--- config.mk ---
export PLATFORM = sky130hd
export DESIGN_NAME = instruction_fetch_unit
export DESIGN_NICKNAME = d
export VERILOG_FILES = /design/src/rtl/fetch_pkg.sv /design/src/rtl/if_id_register.sv /design/src/rtl/instruction_fetch_unit.sv
export SDC_FILE = /design/constraint.sdc
export NUM_CORES = 1
export LEC_CHECK = 0
export CAP_MARGIN = 20
export CORE_MARGIN = 10
export CORE_UTILIZATION = 52
export CTS_CLUSTER_SIZE = 8
export DETAILED_ROUTE_END_ITERATION = 10
export GPL_TIMING_DRIVEN = 0
export PLACE_DENSITY = 0.91
export REMOVE_ABC_BUFFERS = 1
export SLEW_MARGIN = 20
export SYNTH_ARGS = -nofsm -noshare
export SYNTH_HDL_FRONTEND = slang
export SYNTH_SLANG_ARGS = --single-unit
--- constraint.sdc ---
create_clock -name clk -period 7.75 [get_ports clk]
set_clock_uncertainty 0.2 [all_clocks]
set_input_delay 1.9375 -clock clk [delete_from_list [all_inputs] [get_ports clk]]
set_output_delay 1.9375 -clock clk [all_outputs]
set_load 0.05 [all_outputs]
--- src/rtl/fetch_pkg.sv ---
// fetch_pkg: shared types and constants for the fetch stage (FETCH_MISALIGN_TRAP_EN adds HALT)
package fetch_pkg;
`ifdef FETCH_MISALIGN_TRAP_EN
    typedef enum logic [1:0] {BOOT, RUN, HALT} state_t;
`else
    typedef enum logic [1:0] {BOOT, RUN} state_t;
`endif
    localparam logic [31:0] NOP    = 32'h0000_0013;
    localparam logic [31:0] PC_INC = 32'd4;
    typedef struct packed {
        logic        valid;
        logic [31:0] pc;
        logic [31:0] pc_plus4;
        logic [31:0] instruction;
    } if_id_t;
    localparam if_id_t BUBBLE = '{valid: 1'b0, pc: 32'd0, pc_plus4: 32'd0, instruction: NOP};
endpackage

--- src/rtl/if_id_register.sv ---
// if_id_register: IF/ID pipeline register with bubble, load and hold controls
module if_id_register
    import fetch_pkg::*;
(
    input  logic   clk,
    input  logic   rst_n,
    input  logic   i_load,
    input  logic   i_bubble,
    input  logic   i_hold,
    input  if_id_t i_d,
    output if_id_t o_q
);
    if_id_t r_q;
    // bubble wins over load; hold freezes the current contents
    always_ff @(posedge clk or negedge rst_n) begin
        if (!rst_n)
            r_q <= BUBBLE;
        else if (i_bubble)
            r_q <= BUBBLE;
        else if (i_load && !i_hold)
            r_q <= i_d;
    end
    assign o_q = r_q;
endmodule

--- src/rtl/instruction_fetch_unit.sv ---
// instruction_fetch_unit: PC, boot FSM and fetch counter feeding IF/ID (FETCH_MISALIGN_TRAP_EN enables misaligned-redirect trap)
module instruction_fetch_unit
    import fetch_pkg::*;
#(
    parameter int                  PC_WIDTH          = 32,
    parameter int                  ADDRESS_WIDTH     = 9,
    parameter int                  INSTRUCTION_WIDTH = 32,
    parameter logic [PC_WIDTH-1:0] RESET_PC          = 32'h0000_0000
) (
    input  logic                         clk,
    input  logic                         rst_n,
    input  logic                         Stall,
    input  logic                         Flush,
    input  logic                         RedirectValid,
    input  logic [PC_WIDTH-1:0]          RedirectTarget,
    output logic [ADDRESS_WIDTH-1:0]     Address,
    input  logic [INSTRUCTION_WIDTH-1:0] Instruction,
    output logic                         IfIdValid,
    output logic [PC_WIDTH-1:0]          IfIdPc,
    output logic [PC_WIDTH-1:0]          IfIdPcPlus4,
    output logic [INSTRUCTION_WIDTH-1:0] IfIdInstruction,
    output logic [31:0]                  FetchCount,
    output logic                         MisalignTrap
);
    state_t                r_state;
    state_t                w_state_next;
    logic [PC_WIDTH-1:0]   r_pc;
    logic [PC_WIDTH-1:0]   w_pc_next;
    logic [PC_WIDTH-1:0]   w_pc_plus4;
    logic [31:0]           r_fetch_count;
    logic                  w_load;
    logic                  w_bubble;
    logic                  w_hold;
    logic                  w_trap_set;
    if_id_t                w_capture;
    if_id_t                w_if_id;

    assign w_pc_plus4 = r_pc + PC_WIDTH'(PC_INC);
    assign Address    = r_pc[ADDRESS_WIDTH-1:0];

    // state, PC and fetch counter registers
    always_ff @(posedge clk or negedge rst_n) begin
        if (!rst_n) begin
            r_state       <= BOOT;
            r_pc          <= RESET_PC;
            r_fetch_count <= '0;
        end else begin
            r_state       <= w_state_next;
            r_pc          <= w_pc_next;
            r_fetch_count <= r_fetch_count + {31'd0, w_load};
        end
    end

    // next state, next PC and IF/ID controls; redirect beats flush beats stall
    always_comb begin
        w_state_next = r_state;
        w_pc_next    = r_pc;
        w_load       = 1'b0;
        w_bubble     = 1'b0;
        w_hold       = 1'b1;
        w_trap_set   = 1'b0;
        case (r_state)
            BOOT: w_state_next = RUN;
            RUN: begin
                if (RedirectValid) begin
                    w_pc_next = RedirectTarget;
                    w_bubble  = 1'b1;
`ifdef FETCH_MISALIGN_TRAP_EN
                    if (RedirectTarget[1:0] != 2'b00) begin
                        w_trap_set   = 1'b1;
                        w_state_next = HALT;
                    end
`endif
                end else if (Flush) begin
                    w_bubble  = 1'b1;
                    w_pc_next = Stall ? r_pc : w_pc_plus4;
                end else if (!Stall) begin
                    w_pc_next = w_pc_plus4;
                    w_load    = 1'b1;
                    w_hold    = 1'b0;
                end
            end
`ifdef FETCH_MISALIGN_TRAP_EN
            HALT: w_bubble = 1'b1;
`endif
            default: w_state_next = BOOT;
        endcase
    end

`ifdef FETCH_MISALIGN_TRAP_EN
    logic r_trap;
    // sticky trap flag, cleared only by reset
    always_ff @(posedge clk or negedge rst_n) begin
        if (!rst_n)
            r_trap <= 1'b0;
        else if (w_trap_set)
            r_trap <= 1'b1;
    end
    assign MisalignTrap = r_trap;
`else
    assign MisalignTrap = 1'b0;
    logic w_unused_trap;
    assign w_unused_trap = w_trap_set;
`endif

    assign w_capture = '{valid: 1'b1, pc: r_pc, pc_plus4: w_pc_plus4, instruction: Instruction};

    if_id_register u_if_id (
        .clk      (clk),
        .rst_n    (rst_n),
        .i_load   (w_load),
        .i_bubble (w_bubble),
        .i_hold   (w_hold),
        .i_d      (w_capture),
        .o_q      (w_if_id)
    );

    assign IfIdValid       = w_if_id.valid;
    assign IfIdPc          = w_if_id.pc;
    assign IfIdPcPlus4     = w_if_id.pc_plus4;
    assign IfIdInstruction = w_if_id.instruction;
    assign FetchCount      = r_fetch_count;
endmodule
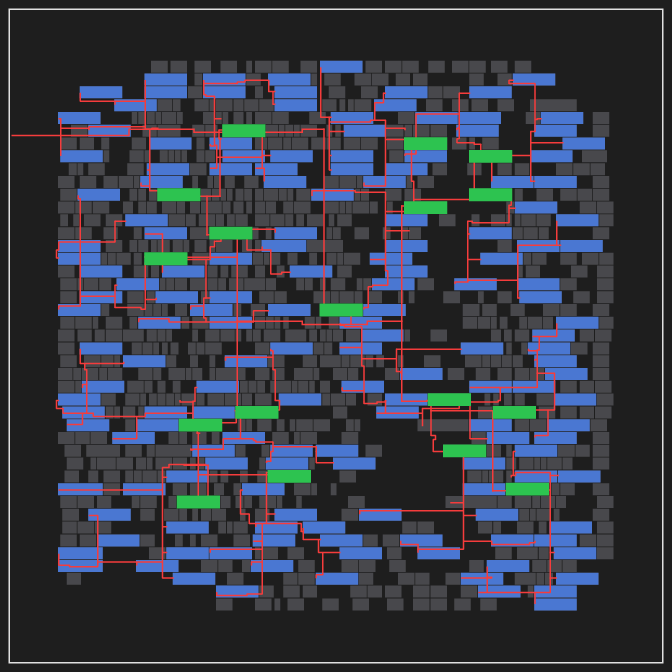
(run_1/clock_map.png)
[blue] flip-flops | count: 160
[green] cells driving clock nets | count: 17
[red] clock wires | length: 1830 um
routed clock nets: 18

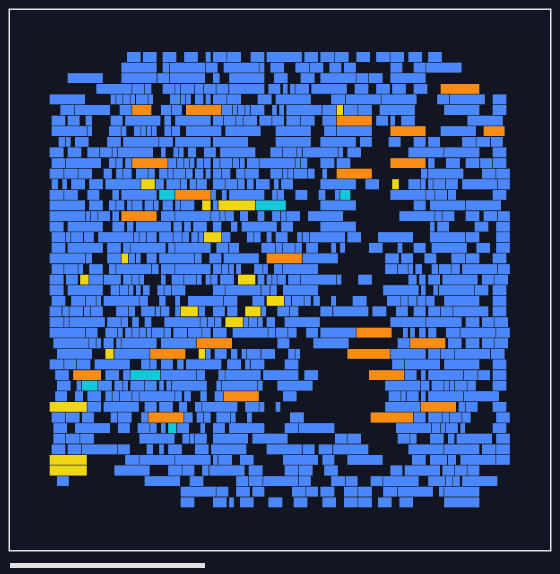
(run_1/drive_strength.png)
The bar under the picture is 50 um long.
[cyan] drive 3 to 4 | cells: 6 | share: 0.69%
[yellow] drive 2 | cells: 18 | share: 2.1%
[blue] drive 1 or less | cells: 823 | share: 95%
[orange] drive 6 and up | cells: 23 | share: 2.6%
design area: 0.00990 mm2
count of plain and timing-repair buffers: 208
growth of design area from synthesis to finish: 35.5%

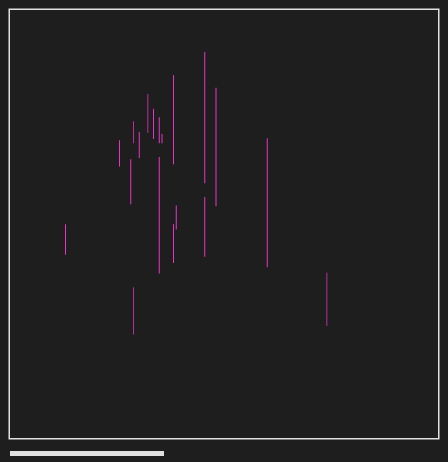
(run_1/met4.png)
The bar under the picture is 50 um long.
share of all routed wire: 1.6%
nets with wire on the layer: 13
main direction: vertical
Via Count: 6214
aggregate routed wire length: 21500 um

==> notes.org, run 1 <==
* Implementation run

** Cells and area
- Per the layout area report, the combinational fraction of cell area is 29.8%.
- The layout contains a multi-input combinational cell count of 459.
- Fillers :: between 900 and 1000
- Number of clock buffers in the layout :: 25
- The clock network takes up 5.59% of total cell area after layout.
- The design has around 160 sequential cells.
- The top cell types in the final layout, fill and taps aside, are sky130_fd_sc_hd__clkdlybuf4s50_1, sky130_fd_sc_hd__dfrtp_1, sky130_fd_sc_hd__nand2_1.

** Route
- First DRT Iteration DRCs :: 689
- Signal nets in the final route climb as high as met4.
- Routed wire per std cell :: just over 20 um

** Worst setup path
- The worst register-to-register path ends at FetchCount[26].
- The OpenROAD report gives the critical path a required time of roughly 7900 ps.
- Logic depth along the worst register-to-register path is recorded as 10.
- The critical path is of the in -> reg type.

** Synthesis
- Synth Flop Type :: sky130_fd_sc_hd__dfrtp_1
- Counting every instance in the synthesized netlist gives just under 700.
- Synth cell types :: between 60 and 70

** Pwr
- Maximum resistive drop on vdd :: between 0.1 and 0.15 mV
- The flow reported a cell area power density of 226 mW/mm2.

** Clock network
- Post-CTS repair changed the size of 0 cells.

** Floorplanning
- The chip occupies approximately 0.019 mm2.
- The floorplan step defined a core boundary enclosing roughly 0.014 mm2.

** Status
- The run finished with clean final reports.

** Placement
- IO Port Bufs :: between 200 and 250
- The post-placement cell area is 0.00935 mm2.

** Run
- The tool flagged a number of max-cap violations equal to 0.

** STA
- Final clock period utilization by the worst path :: between 80 and 90%
==> run 1: kinds of logic after synthesis <==
group | share of synthesized area, %
and+or+nand+nor | 15.6
DFF | 54.8
other | 0.103
buffers and inverters | 4.85
AOI/OAI and AO/OA | 16.7
muxes | 0.291
xor gates and xnor gates | 7.07
adders and majority gates | 0.514
==> run 1: critical path, stage by stage <==
cell	delay, ps
sky130_fd_sc_hd__clkdlybuf4s50_1	860
sky130_fd_sc_hd__nor2b_1	730
sky130_fd_sc_hd__nand2_2	630
sky130_fd_sc_hd__inv_4	750
sky130_fd_sc_hd__ha_1	320
sky130_fd_sc_hd__ha_1	210
sky130_fd_sc_hd__nand4_1	180
sky130_fd_sc_hd__nor3_1	640
sky130_fd_sc_hd__and2_1	330
sky130_fd_sc_hd__nand3_1	120
sky130_fd_sc_hd__xnor2_1	140
==> run 1: layer usage <==
metal / global-route usage (%) / up-vias
li1: - / 2809
met1: 26.9 / 3047
met2: 35.5 / 316
met3: 8.08 / 42
met4: 5.77 / 0
met5: 0 / -
==> run 1: state kept, by name, indices dropped and copies added, names as in the netlist <==
signal	cells
r_pc	32
r_state	1
FetchCount	32
u_if_id.o_q	95
==> run 1: power by group <==
group,switching (mW),internal (mW)
Combinational,0.290,0.167
Clock,0.318,0.481
Sequential,0.0838,0.895
==> run 1: synthesized netlist by cell type (all sizes together) (4+ instances only) <==
master	instances
a21oi	27
nor2	21
nor4	11
xnor2	38
a22o	58
and3	8
and4	11
clkbuf	37
nand3	24
o22ai	14
nand4	20
nand2	84
nor2b	4
inv	11
o21ai	49
nor3	19
xor2	21
buf	27
dfrtp	157
and2	7
==> run 2: changes to the inputs <==
--- a/config.mk
+++ b/config.mk
@@ -6,12 +6,13 @@
 export NUM_CORES = 1
 export LEC_CHECK = 0
 export CAP_MARGIN = 20
+export CORE_ASPECT_RATIO = 0.8
 export CORE_MARGIN = 10
 export CORE_UTILIZATION = 52
 export CTS_CLUSTER_SIZE = 8
 export DETAILED_ROUTE_END_ITERATION = 10
 export GPL_TIMING_DRIVEN = 0
-export PLACE_DENSITY = 0.91
+export PLACE_DENSITY = 0.86
 export REMOVE_ABC_BUFFERS = 1
 export SLEW_MARGIN = 20
 export SYNTH_ARGS = -nofsm -noshare
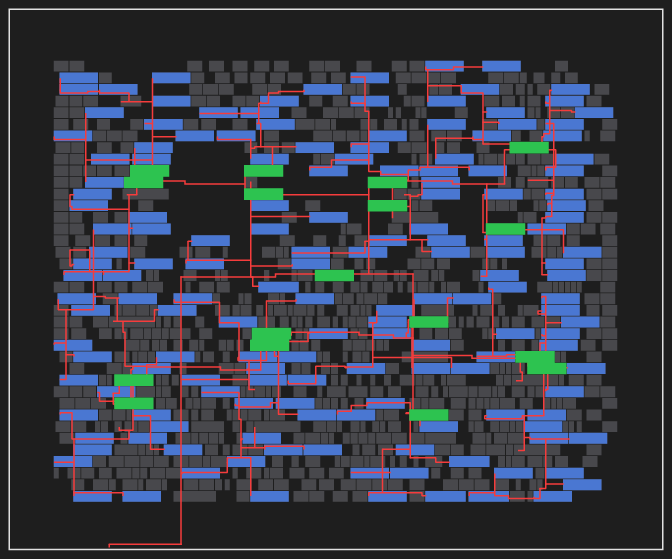
(run_2/clock_map.png)
[red] clock wires | length: 1900 um
[blue] flip-flops | count: 160
[green] cells driving clock nets | count: 17
routed clock nets: 18
flops lie: spread over the die
worst-skew pair later-pin latency: 420 ps
clock network power: 0.998 mW
Clk pwr share: 40.8%

==> run 2 against run 1 <==
Critical path depth unchanged. Worst setup slack got worse by 200 ps. Critical path type unchanged. Total power increased by 9.4%. First-iteration DRC count decreased by 12%. Highest routed layer unchanged. Core utilization increased by 2.2 points. Maximum frequency decreased by 2.9%. Register-to-register slack got worse by 210 ps. Sequential cell count unchanged. Combinational power increased by 2%. Non-clock buffer count increased by 2. Clock-buffer cell count decreased by 6.
==> notes.org, run 2 <==
* Implementation run

** Status
- The run finished with clean final reports.

** Placement
- Post-DP Area :: just over 0.009 mm2
- The buffer_ports step reported a buffer count of slightly above 200.

** Synthesis
- Top cells by count, synth :: sky130_fd_sc_hd__dfrtp_1, sky130_fd_sc_hd__nand2_1, sky130_fd_sc_hd__a22o_1
- Post-synthesis xor/xnor area fraction :: under 10%
- The commonest register cell is sky130_fd_sc_hd__dfrtp_1.
- The cell count after synthesis came out at roughly 700.
- Of the total synthesized cell area, the portion taken by AND, OR, NAND and NOR gates is between 15 and 20%.
- By area, the combinational part of the netlist is dominated by AND-OR/OR-AND gates.
- Area fraction in mux cells :: 0.291%
- The cell-mix breakdown from Yosys lists the compound-gate area share as about 17%.
- Yosys mapped the design onto just over 60 distinct sky130hd cell types.
- For reference, full adder, half adder and majority cells occupy less than 1% of the area reported after synthesis.

** Pwr
- The power report puts the net switching power at ~0.73 mW.
- Fraction of power spent switching nets :: about 30%
- Maximum resistive drop on vdd :: roughly 0.19 mV
- Logic gate share of total power :: 19.1%
- Power dissipated in combinational cells :: about 0.47 mW
- In this run, flip-flops and latches consume 40.1% of the power.

** Route
- Detailed-route iteration 0 reported a violation count of around 600.
- The detailed router reported a total wirelength of 22700 um.
- Per the detail_route report, the via count comes to approximately 6300.
- Routed wire per std cell :: approximately 22 um

** Run
- Maxcap violations :: 0

** Cells and area
- Per the run report, area growth between synthesis and finish was 37.8%.
- Max reg flops :: approximately 95
- After routing the design area is 0.0101 mm2.
- Ranking logic cells in the layout by count gives the top entries sky130_fd_sc_hd__clkdlybuf4s50_1, sky130_fd_sc_hd__dfrtp_1, sky130_fd_sc_hd__nand2_1.

** Floorplanning
- The core region is about 0.014 mm2.

** Clock network
- Cells resized by post-CTS repair :: 0

** STA
- Final clock period utilization by the worst path :: roughly 90%

** Worst setup path
- In the setup report, the worst path falls into the class in -> reg.
- STA lists the endpoint of the worst register-to-register path as FetchCount[26].
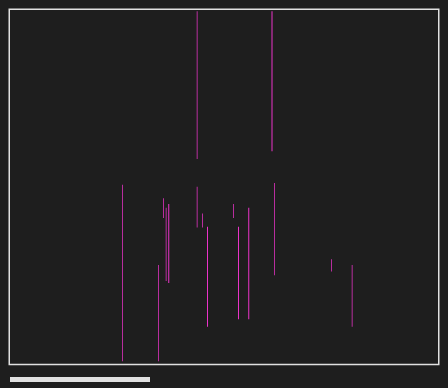
(run_2/met4.png)
The bar under the picture is 50 um long.
wire length on this layer: 449 um
main direction: vertical
share of all routed wire: 2.0%
longest straight run: 62.6 um

run 2: routing by layer:
layer | global-route usage [%] | wire length [um] | vias to the layer above
met4 | 7.33 | 448 | 0
li1 | - | - | 2815
met3 | 7.86 | 2380 | 35
met1 | 28.7 | 8930 | 3120
met2 | 36.4 | 10900 | 372
met5 | 0 | 0 | -
run 2: cell families after synthesis:
logic type,count (synthesis)
AND-OR/OR-AND,177
XOR/XNOR,59
adder cells (fa/ha/maj),3
buffers and inverters,75
flip-flops,160
multiplexers,2
other,2
AND/OR/NAND/NOR,216
run 2: critical path, stage by stage:
cell	delay, ps
sky130_fd_sc_hd__clkdlybuf4s50_1	860
sky130_fd_sc_hd__nor2b_1	770
sky130_fd_sc_hd__nand2_2	640
sky130_fd_sc_hd__clkinv_2	880
sky130_fd_sc_hd__ha_1	330
sky130_fd_sc_hd__ha_1	210
sky130_fd_sc_hd__nand4_1	190
sky130_fd_sc_hd__nor3_1	590
sky130_fd_sc_hd__and2_1	310
sky130_fd_sc_hd__nand3_1	130
sky130_fd_sc_hd__xnor2_1	200
run 2: final cells by class:
type | instances | area (um2)
inverters | 11 | 42.5
clock inverters | 13 | 256
fillers | 889 | 3580
well taps | 180 | 225
flip-flops and latches | 160 | 4010
clock buffers | 19 | 453
repair buffers | 210 | 2130
multi-input cells | 459 | 2960
run 2: worst min path at each step:
stage / from / to / slack [ps] / depth (start not counted)
CTS: u_if_id.o_q[94] / u_if_id.o_q[94] / 270 / 2
global route: u_if_id.o_q[18] / u_if_id.o_q[18] / 320 / 1
finish: u_if_id.o_q[94] / u_if_id.o_q[94] / 270 / 2
global placement: u_if_id.o_q[94] / u_if_id.o_q[94] / 250 / 2
floorplan: r_pc[29] / r_pc[29] / 360 / 1
detailed placement: u_if_id.o_q[94] / u_if_id.o_q[94] / 260 / 2
==> run 3: changes to the inputs <==
--- a/config.mk
+++ b/config.mk
@@ -18,3 +18,4 @@
 export SYNTH_ARGS = -nofsm -noshare
 export SYNTH_HDL_FRONTEND = slang
 export SYNTH_SLANG_ARGS = --single-unit
+export TNS_END_PERCENT = 100
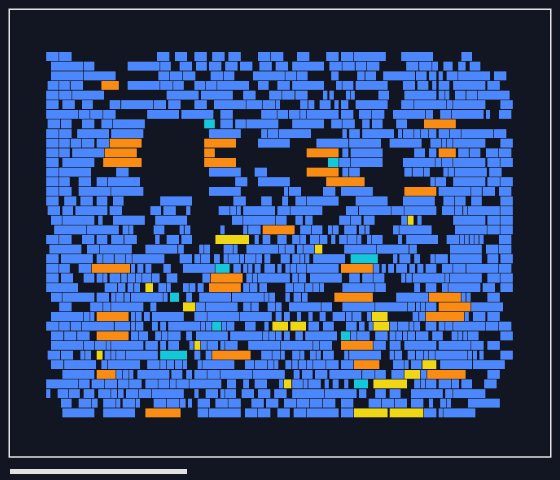
(run_3/drive_strength.png)
The bar under the picture is 50 um long.
[yellow] drive 2 | cells: 17 | share: 1.9%
[orange] drive 6 and up | cells: 30 | share: 3.4%
[blue] drive 1 or less | cells: 816 | share: 94%
[cyan] drive 3 to 4 | cells: 9 | share: 1.0%

==> run 3 against run 2 <==
Worst hold slack unchanged. Largest power group unchanged. Total power unchanged. Worst setup slack unchanged. Clock power about the same. Die area unchanged. Register-to-register slack about the same. First-iteration DRC count unchanged. Combinational power about the same. Via count unchanged. Final cell count unchanged. Critical path type unchanged. Highest routed layer unchanged. Clock-buffer cell count unchanged. Wire length unchanged.
==> notes.org, run 3 <==
* Implementation run

** Status
- The run finished with clean final reports.

** Clock network
- Per the skew report, the later register of the worst-skew pair sees a clock latency of 420 ps.
- Cells resized by post-CTS repair :: 0

** Route
- For this sky-water flow run, the detailed-routed wirelength per cell is reported as between 20 and 25 um.
- In this run, the number of DRC markers left after iteration 0 of detailed routing was approximately 600.
- The detailed router placed about 6300 vias in this run.
- Aggregate routed wire length :: around 23000 um

** Synthesis
- Synth cell types :: approximately 61
- The top cell type by area accounts for between 50 and 60% of the synthesized area.
- Top cells by count, synth :: sky130_fd_sc_hd__dfrtp_1, sky130_fd_sc_hd__nand2_1, sky130_fd_sc_hd__a22o_1
- Synth Flop Type :: sky130_fd_sc_hd__dfrtp_1
- Cell with the most instances after synthesis :: sky130_fd_sc_hd__dfrtp_1
- After technology mapping, the gate count stands at 694.
- Average instance area after synthesis :: about 11 um2

** Worst setup path
- The worst register-to-register path depth is 10.
- Required time at the endpoint of the critical path :: between 7000 and 8000 ps
- Data arrives at the worst endpoint at ~7000 ps.
- Among all stages on the critical path, the maximum delay recorded is a little under 900 ps.
- The capture point of the worst register-to-register path is recorded as FetchCount[26].
- Walking the worst path, the cells encountered are clkdlybuf4s50_1 -> nor2b_1 -> nand2_2 -> clkinv_2 -> ha_1 -> ha_1 -> nand4_1 -> nor3_1 -> and2_1 -> nand3_1 -> xnor2_1.
- The slowest stage of the critical path belongs to the cell sky130_fd_sc_hd__clkinv_2.
- By startpoint and endpoint, the worst setup path is classified as in -> reg.
- Per the OpenROAD timing report, the critical path contains 11 cells.
- Top cell family by delay on the critical path :: simple AND/OR/NAND/NOR gates
- Counting stages on the worst path, the most repeated cell is sky130_fd_sc_hd__ha_1.

** Cells and area
- Fillers :: between 800 and 900
- Max reg flops :: 95
- Growth of design area from synthesis to finish :: 37.8%
- Per the cell usage report, the commonest logic cells after layout are sky130_fd_sc_hd__clkdlybuf4s50_1, sky130_fd_sc_hd__dfrtp_1, sky130_fd_sc_hd__nand2_1.
- Design area :: between 0.01 and 0.015 mm2

** Global routing
- Gr usage total :: roughly 23%
- Largest net degree at the start of global routing :: 87

** Pwr
- Per report_power, the sequential group accounts for roughly two fifths of the total.
- Combinational logic burns a little under a fifth of the power.
- Power dissipated in combinational cells :: 0.466 mW
- Net Sw Power :: ~0.73 mW
- The flow reports power dissipated in sequential cells as around 1 mW.
- The internal portion of the total power is 1.72 mW.
- Clock network power :: 0.998 mW
- In this run, the clock network consumes about two fifths of the power.
- Maximum resistive drop on vdd :: roughly 0.19 mV
- The switching portion of total power comes to around 30%.
- Per the summary, power density relative to cell area is roughly 240 mW/mm2.

** STA
- Final clock period utilization by the worst path :: about nine tenths
- Setup violations remaining at the end of the flow were counted as 0.

** Placement
- Per the post-place timing report, worst setup slack is 284 ps.
- Per the detailed placement report, the placed cell area equals a little over 0.009 mm2.

** Run
- The tool flagged a number of max-cap violations equal to 0.
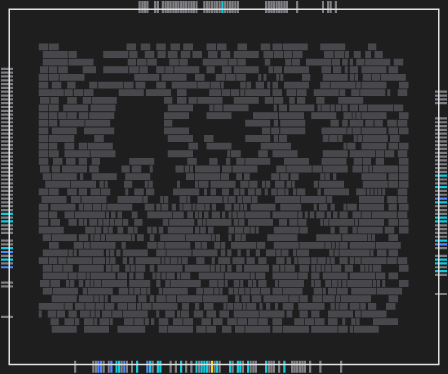
(run_3/pins.png)
Pins as bars across the die edge, other pins in gray.
[blue] `Address` | pins: 9 | direction: output | edge: 5 bottom, 2 right, 2 left
[yellow] `IfIdValid` | pins: 1 | direction: output | edge: bottom
[cyan] `RedirectTarget` | pins: 32 | direction: input | edge: 18 bottom, 9 right, 4 left, 1 top
all pins by edge: 59 bottom, 55 left, 48 top, 46 right

==> run 3: kinds of logic (layout without fill, tap and decap cells) <==
kind of cell / Yosys count / in the layout / share of synthesized area, %
and+or+nand+nor: 216 / 216 / 15.6
AOI/OAI and AO/OA: 177 / 177 / 16.7
DFF: 160 / 160 / 54.8
buffers and inverters: 75 / 253 / 4.85
xor gates and xnor gates: 59 / 59 / 7.07
adders and majority gates: 3 / 3 / 0.514
other: 2 / 2 / 0.103
muxes: 2 / 2 / 0.291
==> run 3: worst min-delay path by stage <==
stage / slack (ps) / startpoint / to / cells past startpoint
finish: 270 / u_if_id.o_q[94] / u_if_id.o_q[94] / 2
detailed placement: 260 / u_if_id.o_q[94] / u_if_id.o_q[94] / 2
global route: 320 / u_if_id.o_q[18] / u_if_id.o_q[18] / 1
CTS: 270 / u_if_id.o_q[94] / u_if_id.o_q[94] / 2
global placement: 250 / u_if_id.o_q[94] / u_if_id.o_q[94] / 2
floorplan: 360 / r_pc[29] / r_pc[29] / 1
==> run 3: layout make-up <==
| cell class | instances | area [um2] | area share [%] |
|---|---|---|---|
| clock buffers | 19 | 453 | 4.50 |
| clock inverters | 13 | 256 | 2.55 |
| inverters | 11 | 42.5 | 0.423 |
| multi-input cells | 459 | 2960 | 29.4 |
| flip-flops and latches | 160 | 4010 | 39.8 |
| well taps | 180 | 225 | 2.24 |
| repair buffers | 210 | 2130 | 21.1 |
==> run 3: layer usage <==
layer / share of wire [%] / global-route usage, %
met3: 10 / 7.86
met1: 39 / 28.7
met2: 48 / 36.4
met4: 2.0 / 7.33
met5: 0 / 0
No activity file was given, so power comes from the tool's default toggle rates.
